--- src/rtl/pwm_seq_pkg.sv ---
`default_nettype none
// Shared state encoding, configuration addresses and reset values for the PWM fade sequencer.
package pwm_seq_pkg;

  typedef enum logic [1:0] {
    ST_IDLE = 2'd0,
    ST_RAMP = 2'd1,
    ST_DONE = 2'd2
  } state_t;

  localparam logic [1:0] ADDR_TARGET = 2'd0;
  localparam logic [1:0] ADDR_STEP   = 2'd1;
  localparam logic [1:0] ADDR_IVL    = 2'd2;
  localparam logic [1:0] ADDR_MAX    = 2'd3;

  // max_value resets to all-ones, expressed as '1 at the point of use
  localparam int RST_TARGET = 0;
  localparam int RST_STEP   = 1;
  localparam int RST_IVL    = 0;

endpackage
`default_nettype wire

--- src/rtl/step_timer.sv ---
`default_nettype none
// Interval counter: tick fires on every (interval+1)-th enabled cycle after a load.
module step_timer #(
  parameter int IVL_W = 8
) (
  input  logic             clk,
  input  logic             rst,
  input  logic             load,
  input  logic             enable,
  input  logic [IVL_W-1:0] interval,
  output logic             tick
);

  logic [IVL_W-1:0] count;

  assign tick = enable && (count == interval);

  always_ff @(posedge clk or posedge rst) begin
    if (rst) begin
      count <= '0;
    end else if (load) begin
      count <= '0;
    end else if (enable) begin
      if (count == interval) count <= '0;
      else                   count <= count + 1'b1;
    end
  end

endmodule
`default_nettype wire

--- src/rtl/pwm_fade_sequencer.sv ---
`default_nettype none
// Fades a registered PWM duty toward a target in fixed steps at a programmable interval.
// Configuration lands in shadow registers and is committed only when a fade starts.
module pwm_fade_sequencer
  import pwm_seq_pkg::*;
#(
  parameter int WIDTH = 8,
  parameter int IVL_W = 8
) (
  input  logic             clk,
  input  logic             rst,
  input  logic             cfg_we,
  input  logic [1:0]       cfg_addr,
  input  logic [WIDTH-1:0] cfg_data,
  input  logic             start,
  input  logic             abort,
  output logic [WIDTH-1:0] duty,
  output logic [WIDTH-1:0] max_value,
  output logic             busy,
  output logic             done
);

  state_t           state, state_nx;
  logic [WIDTH-1:0] sh_target, sh_step, sh_max;
  logic [IVL_W-1:0] sh_ivl;
  logic [WIDTH-1:0] act_target, act_step;
  logic [IVL_W-1:0] act_ivl;
  logic [WIDTH-1:0] eff_target, duty_nx;
  logic [WIDTH:0]   sum, diff;
  logic             accept, tick;

  assign accept     = (state == ST_IDLE) && start && !abort;
  assign eff_target = (act_target < max_value) ? act_target : max_value;
  assign sum        = {1'b0, duty} + {1'b0, act_step};
  assign diff       = {1'b0, duty} - {1'b0, act_step};

  always_ff @(posedge clk or posedge rst) begin
    if (rst) begin
      sh_target <= WIDTH'(RST_TARGET);
      sh_step   <= WIDTH'(RST_STEP);
      sh_ivl    <= IVL_W'(RST_IVL);
      sh_max    <= '1;
    end else if (cfg_we) begin
      case (cfg_addr)
        ADDR_TARGET: sh_target <= cfg_data;
        ADDR_STEP:   sh_step   <= cfg_data;
        ADDR_IVL:    sh_ivl    <= cfg_data[IVL_W-1:0];
        default:     sh_max    <= cfg_data;
      endcase
    end
  end

  // Non-blocking capture means a write in the accept cycle only reaches the next fade
  always_ff @(posedge clk or posedge rst) begin
    if (rst) begin
      act_target <= WIDTH'(RST_TARGET);
      act_step   <= WIDTH'(RST_STEP);
      act_ivl    <= IVL_W'(RST_IVL);
      max_value  <= '1;
    end else if (accept) begin
      act_target <= sh_target;
      act_step   <= sh_step;
      act_ivl    <= sh_ivl;
      max_value  <= sh_max;
    end
  end

  step_timer #(.IVL_W(IVL_W)) u_step_timer (
    .clk      (clk),
    .rst      (rst),
    .load     (accept),
    .enable   (state == ST_RAMP),
    .interval (act_ivl),
    .tick     (tick)
  );

  always_comb begin
    state_nx = state;
    duty_nx  = duty;
    case (state)
      ST_IDLE: begin
        if (accept) state_nx = ST_RAMP;
      end
      ST_RAMP: begin
        if (abort) begin
          state_nx = ST_IDLE;
        end else if (duty == eff_target) begin
          state_nx = ST_DONE;
        end else if (tick) begin
          if (act_step == '0) begin
            duty_nx = eff_target;
          end else if (duty < eff_target) begin
            duty_nx = (sum > {1'b0, eff_target}) ? eff_target : sum[WIDTH-1:0];
          end else begin
            // diff[WIDTH] is the borrow of an underflowing subtraction
            duty_nx = (diff[WIDTH] || (diff < {1'b0, eff_target})) ? eff_target : diff[WIDTH-1:0];
          end
        end
      end
      ST_DONE: begin
        state_nx = ST_IDLE;
      end
      default: begin
        state_nx = ST_IDLE;
      end
    endcase
  end

  always_ff @(posedge clk or posedge rst) begin
    if (rst) begin
      state <= ST_IDLE;
      duty  <= '0;
      busy  <= 1'b0;
      done  <= 1'b0;
    end else begin
      state <= state_nx;
      duty  <= duty_nx;
      busy  <= (state_nx == ST_RAMP);
      done  <= (state_nx == ST_DONE);
    end
  end

endmodule
`default_nettype wire
--- config.mk ---
export PLATFORM = sky130hd
export DESIGN_NAME = pwm_fade_sequencer
export DESIGN_NICKNAME = d
export VERILOG_FILES = /design/src/rtl/pwm_seq_pkg.sv /design/src/rtl/step_timer.sv /design/src/rtl/pwm_fade_sequencer.sv
export SDC_FILE = /design/constraint.sdc
export NUM_CORES = 1
export LEC_CHECK = 0
export CAP_MARGIN = 30
export CORE_AREA = 3 3 102 104
export DETAILED_ROUTE_END_ITERATION = 16
export DIE_AREA = 0 0 105 107
export HOLD_SLACK_MARGIN = 0.1
export PLACE_DENSITY = 0.85
export SYNTH_ARGS = -nofsm -noshare
export SYNTH_HDL_FRONTEND = slang
export SYNTH_SLANG_ARGS = --single-unit
--- constraint.sdc ---
create_clock -name clk -period 4.14 [get_ports clk]
set_input_delay 1.242 -clock clk [delete_from_list [all_inputs] [get_ports clk]]
set_output_delay 1.242 -clock clk [all_outputs]
set_load 0.02 [all_outputs]
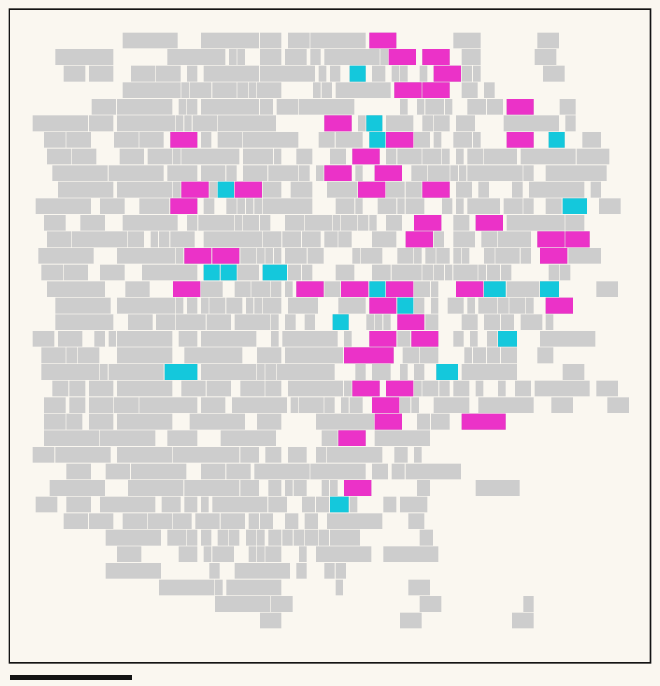
gates.png
The bar under the picture is 20 um long.
family	color	cells
non-inverting ao/oa cells	cyan	18
fa/ha/maj cells	magenta	45
Finished Layout Cells: 676
highest-count logic cell in the final layout: sky130_fd_sc_hd__dfrtp_1
Comb/total area: 48.4%

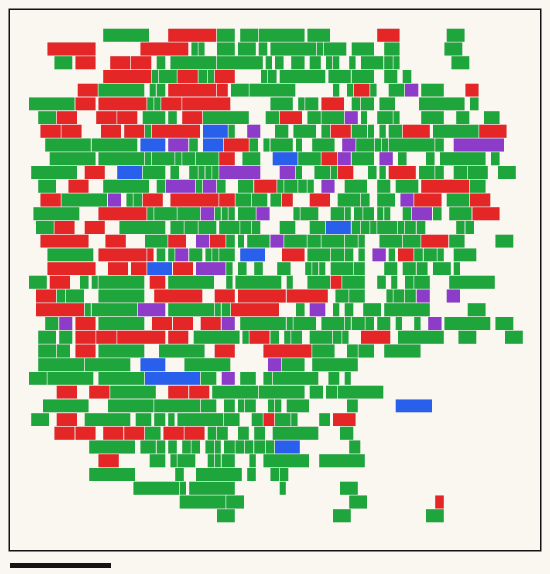
sizing.png
The bar under the picture is 20 um long.
size	color	cells	share	most used
x3 and x4	purple	32	5.9%	buf_4
x6 and larger	blue	12	2.2%	clkbuf_8
x1 and smaller	green	394	73%	dfrtp_1
x2	red	105	19%	mux2_2
post-route cell area: 6040 um^2
number of buffers other than clock buffers in the final layout: 54
post-layout worst setup margin: 0.119 ns

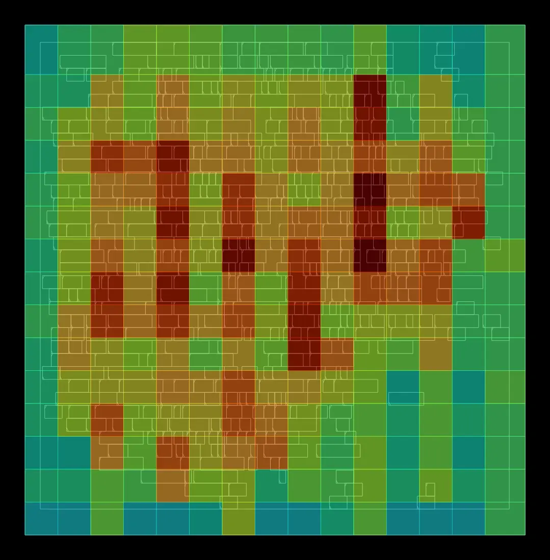
congestion_map.png
GR met2 Demand/Resource: 37.0%
wire length per cell: 18.0 um
fin util: 62.7%

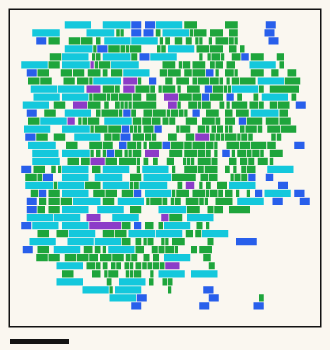
class_map.png
The bar under the picture is 20 um long.
class	color	cells	share of their area
clock drivers and dummy loads	purple	16	3.4%
remaining buffers and delay cells	blue	54	8.5%
registers	cyan	84	36%
remaining logic cells	green	389	52%
core footprint: 9640 um^2
std cell rows: 36
sequential cell area share: 35.2%

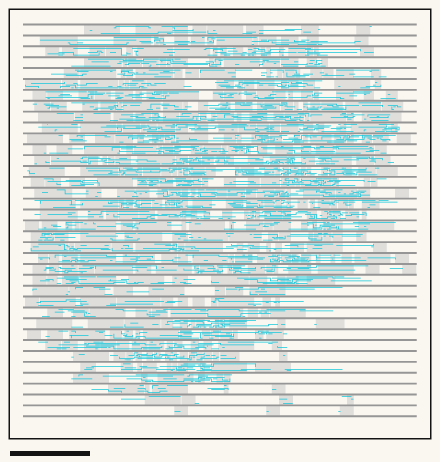
m1.png
The bar under the picture is 20 um long. Supply wires on this layer in gray.
wire length on this layer	5,240 um
share of all routed wire	43%
main direction	horizontal
longest straight run	26.7 um
nets with wire on the layer	552
M1 GR Usage: 28.1%
number of vias after detailed routing: 3,976

==> results.txt <==
run results: count of library flops with an enable pin=0, Cell Int Power=2.91 mW, seq pwr=1.34 mW, Setup crit start kind=register, VDD IR-drop max=0.000418 V, async set-reset flop share out of synthesis=100%, crit-path max FO=7, number of buffer and inverter stages on the critical path=3, clock network power=0.597 mW, count of synthesis-stage warnings from yosys=0, DIE WIDTH=105 um, final antenna diode count=0, max_slew headroom=52.3%, leading cell types by total area after synthesis=sky130_fd_sc_hd__dfrtp_1 32%, sky130_fd_sc_hd__mux2_2 11%, sky130_fd_sc_hd__ha_1 10%, Seq pwr share=25.4%, gr ovfl total=0, number of synthesized register bits=84, fraction of the mapped netlist area in compound gates=16.4%, largest net degree at the start of global routing=62, count of cell instances traversed by the critical path=16, final tally of hold violations=0, area added between synthesis and finish=17.5%, count of buffers from port buffering=32, height of the chip=107 um, switching component of the power=2.38 mW, clock net sink count=84, commonest cells in the netlist=66 x sky130_fd_sc_hd__dfrtp_1, 51 x sky130_fd_sc_hd__mux2_2, 42 x sky130_fd_sc_hd__ha_1, 37 x sky130_fd_sc_hd__nand2_1, 33 x sky130_fd_sc_hd__inv_1, yosys stat area=5140 um^2, Synth Cell Area=5140 um^2, TritonCTS clock tree=yes, status=finished clean, number of nets in the layout=597, maximum clock frequency=249 MHz, total negative setup slack=0 ns, longest individual stage delay on the worst path=0.55 ns
placed cells by master, fill, tap and decap left out, types with 3 or more instances in the layout:
master,instances
sky130_fd_sc_hd__nand4_1,3
sky130_fd_sc_hd__o21a_1,5
sky130_fd_sc_hd__inv_1,32
sky130_fd_sc_hd__nand2b_1,7
sky130_fd_sc_hd__mux2_2,51
sky130_fd_sc_hd__nor2b_1,4
sky130_fd_sc_hd__nand3b_1,3
sky130_fd_sc_hd__nor2_1,22
sky130_fd_sc_hd__o21ai_0,31
sky130_fd_sc_hd__buf_4,21
sky130_fd_sc_hd__a21oi_1,19
sky130_fd_sc_hd__and3_1,3
sky130_fd_sc_hd__a21oi_2,8
sky130_fd_sc_hd__nor3b_1,4
sky130_fd_sc_hd__o31ai_1,4
sky130_fd_sc_hd__o221ai_2,4
sky130_fd_sc_hd__a211oi_1,5
sky130_fd_sc_hd__nand3_1,9
sky130_fd_sc_hd__clkbuf_8,9
sky130_fd_sc_hd__dfrtp_1,64
sky130_fd_sc_hd__a21o_1,5
sky130_fd_sc_hd__ha_1,42
sky130_fd_sc_hd__nor3_1,3
sky130_fd_sc_hd__clkdlybuf4s50_1,32
sky130_fd_sc_hd__o21ai_1,4
sky130_fd_sc_hd__mux2i_1,7
sky130_fd_sc_hd__o21bai_1,3
sky130_fd_sc_hd__a31oi_1,3
sky130_fd_sc_hd__dfstp_2,18
sky130_fd_sc_hd__o211ai_1,4
sky130_fd_sc_hd__xnor2_1,19
sky130_fd_sc_hd__nand2_1,36
kinds of logic (layout without fill, tap and decap cells):
kind of cell,count (synthesis),count (layout)
fa+ha+maj,45,45
simple gates,109,109
buf+inv,45,104
compound gates,119,119
mux,61,61
xor+xnor,21,21
flops,84,84
path summary, 6_finish.rpt:
check	start	endpoint	slack [ns]
min	sh_step[5]$_DFFE_PP0P_	act_step[5]$_DFFE_PP0P_	0.49
max in group asynchronous	rst	sh_max[5]$_DFFE_PP1P_	2.23
max	max_value[2]$_DFFE_PP1P_	duty[5]$_DFFE_PP0P_	0.12
min reg2reg	sh_step[5]$_DFFE_PP0P_	act_step[5]$_DFFE_PP0P_	0.49
max reg2reg	max_value[2]$_DFFE_PP1P_	duty[5]$_DFFE_PP0P_	0.12
min in group asynchronous	rst	act_ivl[1]$_DFFE_PP0P_	1.20
state kept, by name (all words and copies together) (netlist names):
signal and flops:
sh_ivl 8, max_value 8, done 1, busy 1
act_ivl 8, duty 8, act_step 8, sh_step 8
u_step_timer.count 8, act_target 8, state 2, sh_max 8
sh_target 8
per-layer routing:
metal  global-route usage, %  routed length [um]  vias up
li1                        -                   -     1860
met1                    28.1                5240     1963
met2                    37.0                5960      127
met3                    3.31                 628       26
met4                    10.1                 338        0
met5                       0                   0        -
area by class of cell:
cell class,count,area share [%]
Timing Repair Buffer,54,8.24
Clock inverter,6,1.22
Sequential cell,84,35.2
Multi-Input combinational cell,355,48.4
Tap cell,133,2.75
Clock buffer,10,2.11
Inverter,34,2.13
repair_timing:
item	CTS	global route
pin swaps	0	2
buffers inserted	0	4
gates resized	3	21
setup endpoints to repair	6	8
cloned	0	0
Power and IR drop assume default switching activity.
